==> config.mk <==
export PLATFORM = sky130hd
export DESIGN_NAME = regbank_writer_flat
export DESIGN_NICKNAME = d
export VERILOG_FILES = /design/src/rtl/regbank_writer_if.sv /design/src/rtl/regbank_writer.sv /design/src/flat_wrapper.sv
export SDC_FILE = /design/constraint.sdc
export NUM_CORES = 1
export LEC_CHECK = 0
export CAP_MARGIN = 5
export CELL_PAD_IN_SITES_DETAIL_PLACEMENT = 2
export CELL_PAD_IN_SITES_GLOBAL_PLACEMENT = 2
export CORE_ASPECT_RATIO = 1.75
export CORE_MARGIN = 4
export CORE_UTILIZATION = 34
export DETAILED_ROUTE_END_ITERATION = 6
export GPL_ROUTABILITY_DRIVEN = 0
export PLACE_DENSITY = 0.79
export SYNTH_ARGS = -nofsm -noshare
export SYNTH_HDL_FRONTEND = slang
export SYNTH_SLANG_ARGS = --single-unit
==> constraint.sdc <==
create_clock -name clk -period 2 [get_ports clk]
set_clock_uncertainty 0.1 [all_clocks]
set_input_delay 0.2 -clock clk [delete_from_list [all_inputs] [get_ports clk]]
set_output_delay 0.2 -clock clk [all_outputs]
set_load 0.05 [all_outputs]
Figure 1. Cells colored by class.
Bar = 50 um.
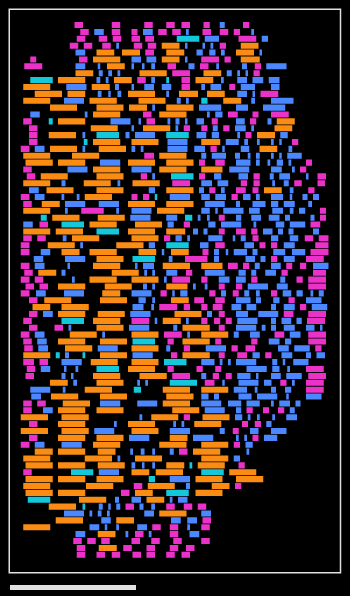
- flip-flops: orange (cells 194; share of their area 43%)
- all other logic: blue (cells 428; share of their area 32%)
- other buffers and delay cells: magenta (cells 245; share of their area 20%)
- clock drivers and dummy loads: cyan (cells 31; share of their area 4.3%)
post-route cell area: 12800 um^2
fin util: 0.496

Figure 2. PDN straps and rails.
Pins as bars on the die edge. Tap cells in gray.
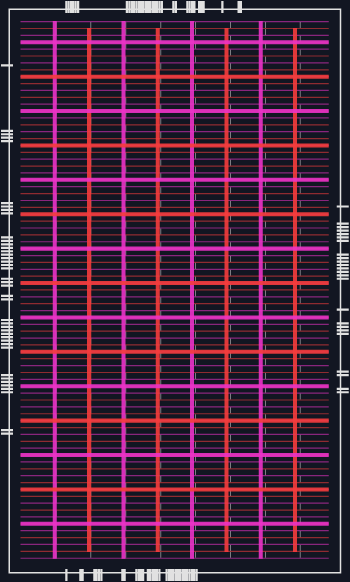
- VDD: red
- VSS: magenta
- rows: 78
- met5 straps: 15
Core ar.: 25900 um^2
die width: 130 um
Worst IR Drop VDD: 0.000779 V

Figure 3. Routing congestion map.
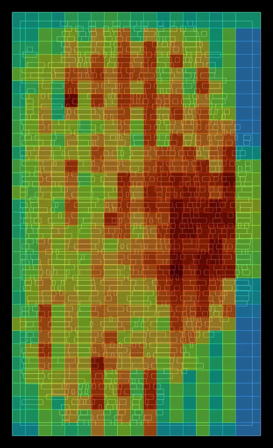
global routing usage on met3: 0.0407
layer carrying the most global-route usage: met2
met2 track demand over resource: 0.427

Figure 4. Sequential cells grouped by signal name.
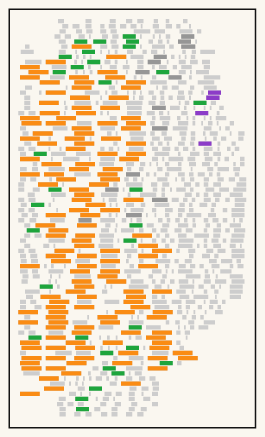
- u_core.bus.write_reg: purple (flops 4; where upper right)
- u_core.mem: orange (flops 144)
- u_core.bus.write_data: green (flops 32)
- not colored: 14
Seq area share: 0.416
Seq power: 5890 uW
Register Area: 5340 um^2

Figure 5. Clock wires, drivers and flops.
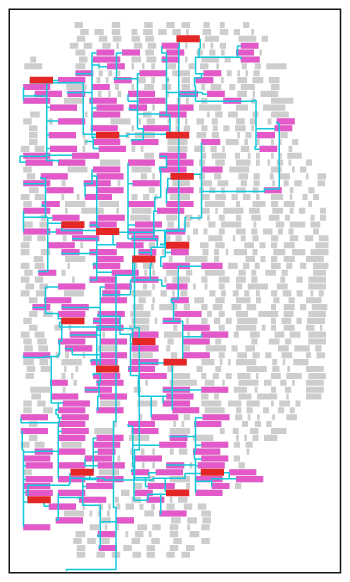
- clock wires: cyan (length 2360 um)
- cells driving clock nets: red (count 17)
- flip-flops: magenta (count 194)
- routed clock nets: 18
clock latency on the worst-skew pair: 0.45 ns
power of the clock network: 3170 uW

==> run notes <==
Update from the flow run.

The worst max-slew margin expressed relative to the limit is 0.480. The share of total power dissipated in the clock network is 0.159. The synthesized netlist has a Yosys-reported chip area of 8910 um^2. In the floorplan report the effective utilization is 0.345. Per the timing report, the achievable frequency comes out to 0.337 GHz. At the end of the flow, the number of nets in the layout was 974. The number of flip-flops under the largest register name is 144. The switching power summed over all nets is 8470 uW. The total count of hold-check failures in the final report is 0.

The residual antenna-violating net count after detailed routing is 0. The number of setup violations in the final report is 16. Synthesis produced 657 cells.

The sequential power share is 0.296. After legalization and detailed placement, the total HPWL measured 21300 um. The clock slew at the register clock pins of the worst setup and hold paths is 0.07 ns. Per the synth log, the flip-flop and latch total comes to 194. The TritonCTS clock tree is done. OpenSTA, run right after detailed placement, puts the worst setup slack at -0.571 ns.

The run finished, with violations left. The total chip power is 19900 uW. Per the post-synthesis stats, the area per cell is 13.6 um^2. Counting cells, the worst reg-to-reg path comes to 10. The number of pins with negative max-slew slack in the final report is 0. The synthesis stats list as the most numerous cell edfxtp_1.

The global-route congestion overflow total is 0. The first-pass GRT wire length is 47400 um. The leading register cell type out of synthesis is edfxtp_1. The data required time reported for the critical path is 1.70 ns. The slack of the worst reg-to-reg path is 0.03 ns. By area the synthesized netlist is led by edfxtp_1, dfxtp_1, mux4_2. After the first detailed-routing iteration, the DRC count stood at 432. Warnings raised by the tools during the run amount to 38. The placement stage leaves a total instance area of 11400 um^2. Looking at the critical path, the highest net fanout was 6. Yosys reported that registers with async set or reset make up 0. Data arrives at the worst endpoint at 2.66 ns. When the netlist entered floorplanning its net count stood at 745.

The checks that failed: negative setup slack. The number of levels the H-tree was split into is 4. The library cell with the largest summed area after synthesis is edfxtp_1. The total routing resource utilization after global routing is 0.220. In this run the power density over the cells is 1550 nW/um^2. The via count of the first global-routing pass is 7863.

After layout, the worst setup slack is -0.965 ns. In this run, synthesis inferred 144 flip-flops with an integrated enable. The number of placed instances, taps included, is 1152. The report gives the cell count of the worst hold path as 2. The number of distinct library cells after synthesis is 56. Clock tree synthesis inserted a total of 17 buffers. Per the run report, area growth between synthesis and finish was 43.9%. The initial antenna violation count is 0. The total of buffers placed on input and output ports is 131. The cell-internal power is 11400 uW. In this run the worst hold path is classified as input pin to register.

The script parses the final routing iteration and logs DRC violations as 0. The share of the Yosys chip area taken by registers is 0.597. The mean routed wirelength per cell is 28.1 um. STA classifies the critical path startpoint as a register. The die area is 29000 um^2.

The number of non-filler instances in the completed layout is 1218. The yosys warning tally is 0. Across the run, the number of max-cap violations was 0. For this run, the detailed router reports a per-instance via density of 5.61.

The nature of the critical path endpoint is an output pin. The number of I/O pins is 132. Entering global routing, the biggest net connects 45 pins. In the final layout, the share of cells above drive strength 1 is 0.408. The synthesis run shows the most used standard cells to be edfxtp_1, nand2_1, dfxtp_1, a21oi_1, mux2_2.

For this run, the script counts the antenna cells in the layout as 0. The cell chosen for the clock root is clkbuf_16. The critical path is of the register to output pin type. Of the available clock period, the critical path in the final layout requires 1.48.

The routed layout has 6835 vias. The share of synthesized area in the top cell type comes to 0.485. Setup repair after global routing could not meet its margin everywhere. The worst path in the final design needs a cycle of 2.96 ns, including I/O delays and setup. The yosys stat cell total is 657. The fraction of power consumed by combinational cells is 0.545. After synthesis the cells add up to 8910 um^2. The deepest clock path buffer count is 2. The length of the first detailed-routing pass in iterations is 5. Switching power as a fraction of the total was reported as 0.426. The static leakage power is 0.00455 uW. For reference, the placement row count at floorplan is 78. The number of clock sinks seen by CTS is 194. The routed design has 34200 um of wire. The pin closest to its max-slew limit shows a slew of 0.776 ns.
final cells by class:
class                   instances  area (um^2)
fillers                      2388        13000
flip-flops and latches        194         5340
multi-input cells             412         3970
repair buffers                245         2520
clock buffers                  20          437
well taps                     320          400
clock inverters                11         92.6
inverters                      16         65.1
metal layers:
metal  up-vias  wire (um)  GRT usage
met5         -          0          0
met4         0       1840      0.105
met3       101       1090     0.0407
met2       235      20300      0.427
met1      3563      11100      0.214
li1       2936          -          -
per-stage QoR:
stage | setup TNS (ns) | utilization | hold WS [ns]
finish | -13.10 | 0.496 | 0.304
global route | -13.82 | 0.496 | 0.301
CTS | -10.96 | 0.480 | 0.284
detailed placement | -17.09 | 0.442 | 0.358
global placement | -4.47 | 0.442 | 0.349
floorplan | -0.847 | - | 0.189
critical path: stages, from the launching register on:
cell and delay [ns]:
dfxtp_4 0.42, buf_6 0.17, mux2_4 0.36, mux2i_4 0.29
nor2b_2 0.12, a222oi_1 0.51, nand2_2 0.15, buf_12 0.18
what timing repair did:
action	in CTS	in global routing
setup endpoints to repair	41	34
setup buffers	18	15
resized	88	55
pin swaps	25	25
hold buffers	0	0
gates cloned	0	2
layout by cell type (no fill, tap or decap), drive strengths merged, types with 6 or more instances in the layout:
cell type / netlist / final
a21oi: 47 / 47
a22oi: 24 / 24
and2: 11 / 11
buf: 24 / 137
clkbuf: 11 / 22
clkdlybuf4s50: 0 / 103
clkinv: 0 / 7
dfxtp: 50 / 50
edfxtp: 144 / 144
ha: 12 / 12
inv: 16 / 16
mux2: 46 / 46
mux2i: 6 / 6
mux4: 44 / 44
nand2: 98 / 98
nand3: 13 / 13
nor2: 36 / 36
nor2b: 16 / 16
nor3: 6 / 6
cell families (layout without fill, tap and decap cells):
family / after synthesis / count (layout) / share of synthesized area
AOI/OAI and AO/OA: 102 / 102 / 0.0764
xor gates and xnor gates: 6 / 6 / 0.00590
adders and majority gates: 12 / 12 / 0.0168
buffers and inverters: 51 / 292 / 0.0267
DFF: 194 / 194 / 0.597
muxes: 96 / 96 / 0.177
and+or+nand+nor: 196 / 196 / 0.0995
power by group through the flow:
stage	clock network [uW]	registers (uW)	logic (uW)
4_1_cts	3210	5840	9840
6_report	3170	5890	10900
3_5_place_dp	0	5910	9130
5_1_grt	3410	5960	11300
2_1_floorplan	0	6880	4280
3_3_place_gp	0	5790	8750
No activity file was given, so power comes from the tool's default toggle rates.
